## src/rtl/llfifo_rr_scheduler.sv

```systemverilog
// Push/pop sequencer for a shared linked-list FIFO serving NUM_FIFOS queues:
// round-robin push grants under a per-queue quota, round-robin pops into one registered output.
module llfifo_rr_scheduler #(
  parameter int unsigned WIDTH     = 4,
  parameter int unsigned DEPTH     = 2,
  parameter int unsigned NUM_FIFOS = 2,
  parameter int unsigned QUOTA     = 2,
  parameter int unsigned SEL_WIDTH = $clog2(NUM_FIFOS),
  parameter int unsigned CNT_WIDTH = $clog2(DEPTH + 1)
) (
  input  logic                           clk,
  input  logic                           rst,
  input  logic [NUM_FIFOS-1:0]           in_valid,
  input  logic [NUM_FIFOS*WIDTH-1:0]     in_data,
  output logic [NUM_FIFOS-1:0]           in_ready,
  output logic                           out_valid,
  input  logic                           out_ready,
  output logic [WIDTH-1:0]               out_data,
  output logic [SEL_WIDTH-1:0]           out_qid,
  output logic                           ff_push,
  output logic [SEL_WIDTH-1:0]           ff_push_sel,
  output logic [WIDTH-1:0]               ff_data_in,
  output logic                           ff_pop,
  output logic [SEL_WIDTH-1:0]           ff_pop_sel,
  input  logic                           ff_full,
  input  logic [NUM_FIFOS-1:0]           ff_empty,
  input  logic [WIDTH-1:0]               ff_data_out,
  output logic                           cnt_err
);

  logic [SEL_WIDTH-1:0] push_rr_q, push_rr_d;
  logic [SEL_WIDTH-1:0] pop_rr_q, pop_rr_d;
  logic [CNT_WIDTH-1:0] count_q [NUM_FIFOS];
  logic [CNT_WIDTH-1:0] count_d [NUM_FIFOS];
  logic                 out_valid_q, out_valid_d;
  logic [WIDTH-1:0]     out_data_q, out_data_d;
  logic [SEL_WIDTH-1:0] out_qid_q, out_qid_d;
  logic                 cnt_err_q, cnt_err_d;

  logic [WIDTH-1:0]     in_word [NUM_FIFOS];
  logic                 grant_found, push_go;
  logic [SEL_WIDTH-1:0] grant_sel, push_scan;
  logic                 cand_found, pop_go, load_en;
  logic [SEL_WIDTH-1:0] cand_sel, pop_scan;
  logic                 mismatch;

  function automatic logic [SEL_WIDTH-1:0] wrap_inc(input logic [SEL_WIDTH-1:0] s);
    return (32'(s) == NUM_FIFOS - 1) ? '0 : s + 1'b1;
  endfunction

  always_comb begin
    for (int unsigned i = 0; i < NUM_FIFOS; i++) begin
      in_word[i] = in_data[i*WIDTH +: WIDTH];
    end
  end

  // Scan walks the ring from the pointer; the first hit wins.
  always_comb begin
    grant_found = 1'b0;
    grant_sel   = push_rr_q;
    push_scan   = push_rr_q;
    for (int unsigned k = 0; k < NUM_FIFOS; k++) begin
      if (!grant_found && in_valid[push_scan] && !ff_full &&
          (count_q[push_scan] < CNT_WIDTH'(QUOTA))) begin
        grant_found = 1'b1;
        grant_sel   = push_scan;
      end
      push_scan = wrap_inc(push_scan);
    end
  end

  always_comb begin
    cand_found = 1'b0;
    cand_sel   = pop_rr_q;
    pop_scan   = pop_rr_q;
    for (int unsigned k = 0; k < NUM_FIFOS; k++) begin
      if (!cand_found && !ff_empty[pop_scan] && (count_q[pop_scan] != '0)) begin
        cand_found = 1'b1;
        cand_sel   = pop_scan;
      end
      pop_scan = wrap_inc(pop_scan);
    end
  end

  assign push_go     = rst && grant_found;
  assign load_en     = !out_valid_q || out_ready;
  assign pop_go      = rst && load_en && cand_found;

  assign in_ready    = push_go ? (NUM_FIFOS'(1) << grant_sel) : '0;
  assign ff_push     = push_go;
  assign ff_push_sel = grant_sel;
  assign ff_data_in  = in_word[grant_sel];
  assign ff_pop      = pop_go;
  assign ff_pop_sel  = pop_go ? cand_sel : pop_rr_q;

  always_comb begin
    push_rr_d   = push_go ? wrap_inc(grant_sel) : push_rr_q;
    pop_rr_d    = pop_go ? wrap_inc(cand_sel) : pop_rr_q;
    out_valid_d = out_valid_q;
    out_data_d  = out_data_q;
    out_qid_d   = out_qid_q;
    if (load_en) begin
      out_valid_d = pop_go;
      if (pop_go) begin
        out_data_d = ff_data_out;
        out_qid_d  = cand_sel;
      end
    end
    mismatch = 1'b0;
    for (int unsigned i = 0; i < NUM_FIFOS; i++) begin
      count_d[i] = count_q[i]
                 + CNT_WIDTH'(push_go && (grant_sel == SEL_WIDTH'(i)))
                 - CNT_WIDTH'(pop_go && (cand_sel == SEL_WIDTH'(i)));
      mismatch   = mismatch | ((count_q[i] == '0) != ff_empty[i]);
    end
    cnt_err_d = cnt_err_q | mismatch;
  end

  always_ff @(posedge clk) begin
    if (!rst) begin
      push_rr_q   <= '0;
      pop_rr_q    <= '0;
      out_valid_q <= 1'b0;
      out_data_q  <= '0;
      out_qid_q   <= '0;
      cnt_err_q   <= 1'b0;
      for (int unsigned i = 0; i < NUM_FIFOS; i++) begin
        count_q[i] <= '0;
      end
    end else begin
      push_rr_q   <= push_rr_d;
      pop_rr_q    <= pop_rr_d;
      out_valid_q <= out_valid_d;
      out_data_q  <= out_data_d;
      out_qid_q   <= out_qid_d;
      cnt_err_q   <= cnt_err_d;
      for (int unsigned i = 0; i < NUM_FIFOS; i++) begin
        count_q[i] <= count_d[i];
      end
    end
  end

  assign out_valid = out_valid_q;
  assign out_data  = out_data_q;
  assign out_qid   = out_qid_q;
  assign cnt_err   = cnt_err_q;

endmodule

```

## config.mk

```make
export PLATFORM = sky130hd
export DESIGN_NAME = llfifo_rr_scheduler
export DESIGN_NICKNAME = d
export VERILOG_FILES = /design/src/rtl/llfifo_rr_scheduler.sv
export SDC_FILE = /design/constraint.sdc
export NUM_CORES = 1
export LEC_CHECK = 0
export CAP_MARGIN = 40
export CELL_PAD_IN_SITES_DETAIL_PLACEMENT = 1
export CELL_PAD_IN_SITES_GLOBAL_PLACEMENT = 1
export CORE_ASPECT_RATIO = 1.25
export CORE_MARGIN = 2
export CORE_UTILIZATION = 31
export DETAILED_ROUTE_END_ITERATION = 7
export PLACE_DENSITY_LB_ADDON = 0.05
export SYNTH_ARGS = -nofsm -noshare
export SYNTH_HDL_FRONTEND = slang
export SYNTH_SLANG_ARGS = --single-unit
```

## constraint.sdc

```tcl
create_clock -name clk -period 3.2 [get_ports clk]
set_clock_uncertainty 0.15 [all_clocks]
set_input_delay 0.64 -clock clk [delete_from_list [all_inputs] [get_ports clk]]
set_output_delay 0.64 -clock clk [all_outputs]
set_load 0.03 [all_outputs]
```

==> results.py, run 1 <==
# Auto-generated metrics
metrics = {
    "grt": {
        "grt_pass1_wl_mm": 4.298,
        "antenna_found_initial": 0,
        "use_met1": 0.1817,
    },
    "routing": {
        "wl_met1_mm": 1.132,
    },
    "timing": {
        "finalMaxSlewViolations": 0,
        "holdWs_ns": 0.3216,
    },
    "critical_path": {
        "start_kind": "input pin",
        "path_class": "input pin to primary output",
    },
    "cells_and_area": {
        "buffers": 47,
        "bufAreaShareNonClock": 0.2818,
        "final-seq-area_um2": 300.3,
        "final_cell_mix": "26 x clkdlybuf4s50_1, 17 x buf_4, 15 x dfxtp_1",
    },
    "synth": {
        "synth.avg_cell_area_um2": 8.918,
        "synth_flops": 15,
        "synth_cells": 110,
    },
    "power_and_ir_drop": {
        "power_density_nw_per_um2": 786.4,
        "clkPwrFrac": 0.094,
    },
    "status": {
        "status": "complete, no violations",
    },
    "floorplanning": {
        "die-area_um2": 3633,
        "fp-utilization": 0.3300,
    },
}
## run 1: cell usage after synthesis, drive strengths merged
master | count | area, um2
a211oi | 1 | 12.51
a21boi | 2 | 15.01
a21oi | 3 | 15.01
a31oi | 1 | 6.260
a32oi | 1 | 8.760
and2 | 6 | 37.54
buf | 1 | 11.26
clkbuf | 1 | 3.750
dfxtp | 15 | 300.3
ha | 4 | 50.05
inv | 13 | 48.79
mux2 | 6 | 75.07
mux2i | 7 | 70.07
nand2 | 10 | 37.54
nand2b | 2 | 12.51
nand3 | 1 | 5.000
nor2 | 10 | 42.54
nor2b | 2 | 12.51
nor3 | 2 | 10.01
nor3b | 1 | 12.51
o211ai | 2 | 28.78
o21a | 1 | 7.510
o21ai | 3 | 15.01
o22ai | 1 | 12.51
o311ai | 1 | 8.760
o31a | 1 | 8.760
o32ai | 2 | 32.53
or2 | 2 | 12.52
or3 | 1 | 6.260
or3b | 1 | 8.760
xnor2 | 5 | 43.79
xor2 | 1 | 8.760
## run 1: kinds of logic after synthesis
logic type               count (synthesis)  synth area share
AND/OR/NAND/NOR                         38            0.2015
AND-OR/OR-AND                           19            0.1747
buffers and inverters                   15           0.06504
flip-flops                              15            0.3061
multiplexers                            13            0.1480
XOR/XNOR                                 6           0.05357
adder cells (fa/ha/maj)                  4           0.05102
## run 1: power groups by stage
stage          clock [mW]  sequential (mW)  combinational (mW)
2_1_floorplan           0            0.358               0.443
3_3_place_gp            0            0.318               0.697
3_5_place_dp            0            0.323               0.720
4_1_cts             0.115            0.319               0.721
5_1_grt             0.123            0.329               0.775
6_report            0.107            0.320               0.711
## run 1: per-stage QoR
| step | std cells | setup slack [ns] | power (mW) | utilization | cell area, um2 |
|---|---|---|---|---|---|
| after floorplan | 110 | 0.06059 | 0.8004 | - | 980.9 |
| after global placement | 189 | -0.1876 | 1.016 | 0.4790 | 1424 |
| after detailed placement | 189 | -0.3072 | 1.043 | 0.4790 | 1424 |
| after CTS | 193 | 0.01178 | 1.155 | 0.4903 | 1458 |
| after global routing | 195 | 0.02378 | 1.226 | 0.4870 | 1448 |
| final | 195 | 0.1320 | 1.138 | 0.4870 | 1448 |
## run 1: how the worst max path moves through the flow
stage	start	endpoint	depth (start not counted)	slack, ns
2_1_floorplan	ff_full	count_q[1][1]	8	0.06
3_3_place_gp	ff_full	ff_data_in[3]	6	-0.19
3_5_place_dp	ff_full	ff_data_in[2]	6	-0.31
4_1_cts	ff_full	in_ready[1]	7	0.01
5_1_grt	ff_empty[0]	ff_pop_sel	7	0.02
6_report	ff_full	ff_data_in[3]	7	0.13
## run 1: worst reg2reg max path: stages (launching register included)
cell and delay (ns):
dfxtp_1 0.53, or3b_1 0.18, o311ai_0 0.15, buf_4 0.18, nor2_2 0.22, nor2_1 0.07
ha_1 0.28, inv_1 0.04, ha_1 0.18, xnor2_1 0.19, xnor2_1 0.09, and2_1 0.16
## run 1: what timing repair did
action | 4_1_cts | 5_1_grt
gates resized | 13 | 8
buffers inserted | 0 | 2
pin swaps | 1 | 2
setup endpoints to repair | 5 | 5
Figure 1. Clock wiring as the flow saved it (run 1).
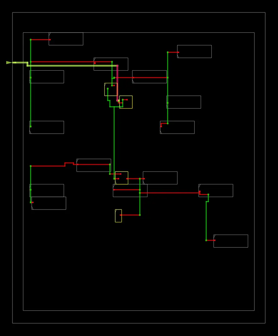
clock group power: 0.107 mW
Flop Count: 15
CTS Sinks: 15
cts bufs inserted: 3

Figure 2. M2 wires (run 1).
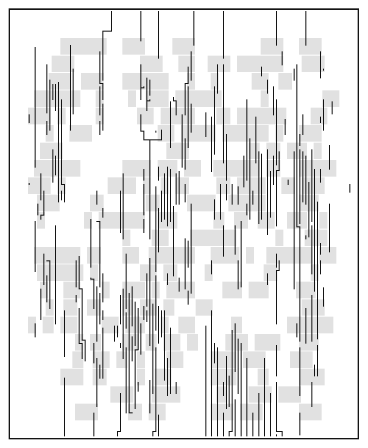
The layer carries 1420 um of wire. The longest straight run is 25.3 um. The wires run mostly vertical.
GR Util met2: 0.2982
via count: 944
DRT Wirelength: 2.634 mm

Figure 3. Metal layers overlaid (run 1).
Only two layers are drawn.
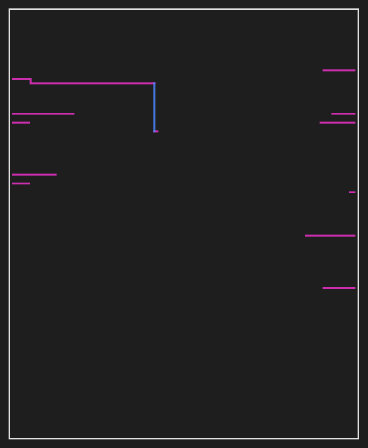
Blue marks metal 4, wire length 7.50 um. Magenta marks metal 3, wire length 70.8 um.
WL per Instance: 13.51 um
gr usage total: 0.1625

Figure 4. Sizing map (run 1).
Bar = 20 um.
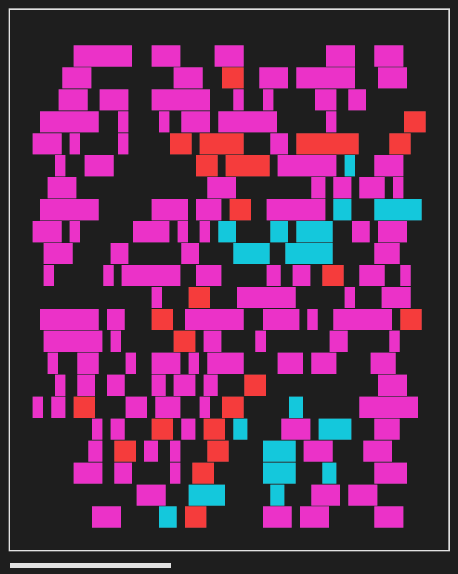

==> run 2, diff against run 1 <==
--- a/config.mk
+++ b/config.mk
@@ -13,2 +13,3 @@
 export CORE_UTILIZATION = 31
+export CTS_CLUSTER_SIZE = 16
 export DETAILED_ROUTE_END_ITERATION = 7
==> constraint.sdc (replaced) <==
create_clock -name clk -period 3.2 [get_ports clk]
set_clock_uncertainty 0.15 [all_clocks]
set_input_delay 0.8 -clock clk [delete_from_list [all_inputs] [get_ports clk]]
set_output_delay 0.8 -clock clk [all_outputs]
set_load 0.03 [all_outputs]
Figure 5. Sizing map (run 2).
Bar = 20 um.
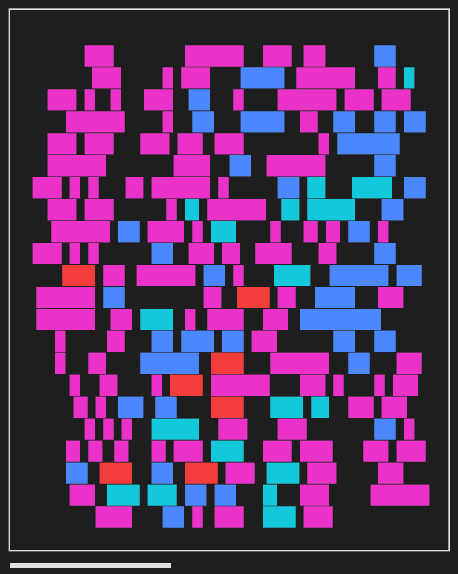
Blue marks _3 and _4 cells, cells 39. Cyan marks _2 cells, cells 18. Red marks _6 and larger, cells 7. Magenta marks _0 and _1 cells, cells 109.
Final Cell Area: 1658 um2
setup slack after layout: 0.04220 ns
Signal buffers: 61
P&R area growth vs syn: 69.01%

==> run 2 against run 1 <==
  * Flip-flop count stayed put
  * Total power grew 15%
  * Cell area grew 15%
  * Critical path type unchanged
  * Synthesized cell count did not move
  * Highest routed layer unchanged
  * Cell count increased by 7.2%
  * Register-to-register slack worse by 0.14 ns
  * Combinational power increased by 23%
  * Sequential power rose by 1%
  * Largest power group unchanged
  * Critical path depth unchanged
  * Synthesized area unchanged
==> results.py, run 2 <==
# Auto-generated metrics
metrics = {
    "routing": {
        "post_drt_wl_per_cell_um": 14.15,
        "routed-via-count": 1031,
    },
    "synth": {
        "synthFlopType": "dfxtp_1",
        "xor_share": 0.05357,
        "topCellsByArea": "dfxtp_1 31%, mux2i_1 7.1%, ha_1 5.1%",
        "synth_flops": 15,
        "synth.avg_cell_area_um2": 8.918,
        "synth_cells": 110,
        "adder_share": 0.05102,
        "topCombFamilyByArea": "simple AND/OR/NAND/NOR gates",
        "top_area_frac": 0.3061,
        "edf_count": 0,
        "synth.most_common_cell": "dfxtp_1",
        "ys_sh_simple": 0.2015,
    },
    "status": {
        "status": "complete, no violations",
    },
    "grt": {
        "antenna_found_initial": 0,
        "grt_pass1_wl_mm": 4.719,
        "globalRouteTotalUtil": 0.1813,
    },
    "timing": {
        "finalMaxSlewViolations": 0,
    },
    "power_and_ir_drop": {
        "power_density_nw_per_um2": 791.8,
    },
    "critical_path": {
        "setup.worst_path.start": "ff_empty[0]",
    },
    "cts": {
        "cts_buffers": 3,
    },
    "cells_and_area": {
        "instances_no_fill": 209,
        "final_cell_mix": "26 x buf_4, 20 x clkdlybuf4s50_1, 15 x dfxtp_1",
    },
    "floorplanning": {
        "fp-utilization": 0.3300,
        "die-area_um2": 3633,
    },
    "place": {
        "dp.cells": 197,
    },
}
## run 2: cell types whose count changed in the layout (fill, tap and decap cells not counted), moves of 2 or more
cell	previous run	this run
buf_2	4	1
buf_4	17	26
buf_6	0	7
clkdlybuf4s15_2	0	2
clkdlybuf4s50_1	26	20
dlygate4sd2_1	0	4
## run 2: kinds of logic after synthesis
| kind of cell | count (synthesis) |
|---|---|
| AND/OR/NAND/NOR | 38 |
| AND-OR/OR-AND | 19 |
| buffers and inverters | 15 |
| flip-flops | 15 |
| multiplexers | 13 |
| XOR/XNOR | 6 |
| adder cells (fa/ha/maj) | 4 |
## run 2: worst register-to-register path, cell delays in order, from the launching register on
cell	delay (ns)
dfxtp_1	0.42
nor3_1	0.38
a211oi_4	0.10
o211ai_4	0.21
buf_4	0.14
buf_4	0.17
nor2_1	0.07
ha_1	0.27
inv_1	0.04
ha_1	0.18
xnor2_1	0.14
xnor2_1	0.12
and2_1	0.16
## run 2: metal layers
layer  part of all wire  global-route usage
met4              0.025             0.08438
met2               0.57              0.3464
met1               0.38              0.1855
met3              0.029             0.02018
met5                  0                   0
## run 2: through the flow
stage	util	total power [mW]	worst slack, ns	cell area (um2)	hold WS (ns)
after floorplan	-	0.8086	0.08103	984.7	0.4315
after global placement	0.5004	1.059	-0.5221	1488	0.2944
after detailed placement	0.5004	1.085	-0.6345	1488	0.3075
after CTS	0.5316	1.273	0.02028	1580	0.3311
final	0.5577	1.313	0.04220	1658	0.3196
after global routing	0.5577	1.410	0.002169	1658	0.3585
## run 2: power by group through the flow
stage / sequential, mW / clock [mW] / combinational [mW]
after floorplan: 0.358 / 0 / 0.451
after global placement: 0.319 / 0 / 0.740
after detailed placement: 0.324 / 0 / 0.761
after CTS: 0.323 / 0.120 / 0.829
after global routing: 0.336 / 0.135 / 0.940
final: 0.324 / 0.118 / 0.871
## run 2: how the worst max path moves through the flow
stage               endpoint  cells after the start
2_1_floorplan    in_ready[1]                      4
3_3_place_gp   ff_data_in[1]                      6
3_5_place_dp   ff_data_in[3]                      6
4_1_cts              ff_push                      8
5_1_grt           ff_pop_sel                      7
6_report          ff_pop_sel                      7
## run 2: final cells by class
class | count | area (um2)
multi-input combinational | 80 | 686.9
clock inverter | 1 | 5.005
inverter | 13 | 48.80
tap | 36 | 45.04
timing repair buffer | 61 | 549.3
clock buffer | 3 | 22.52
sequential | 15 | 300.3
fill | 364 | 1315
## run 2: timing repair
item                                    in CTS  in global routing
endpoints found under the setup margin       9                  8
buffers inserted                             5                  3
pin swaps                                    6                 10
gates resized                               36                 13
Power and IR drop assume default switching activity.
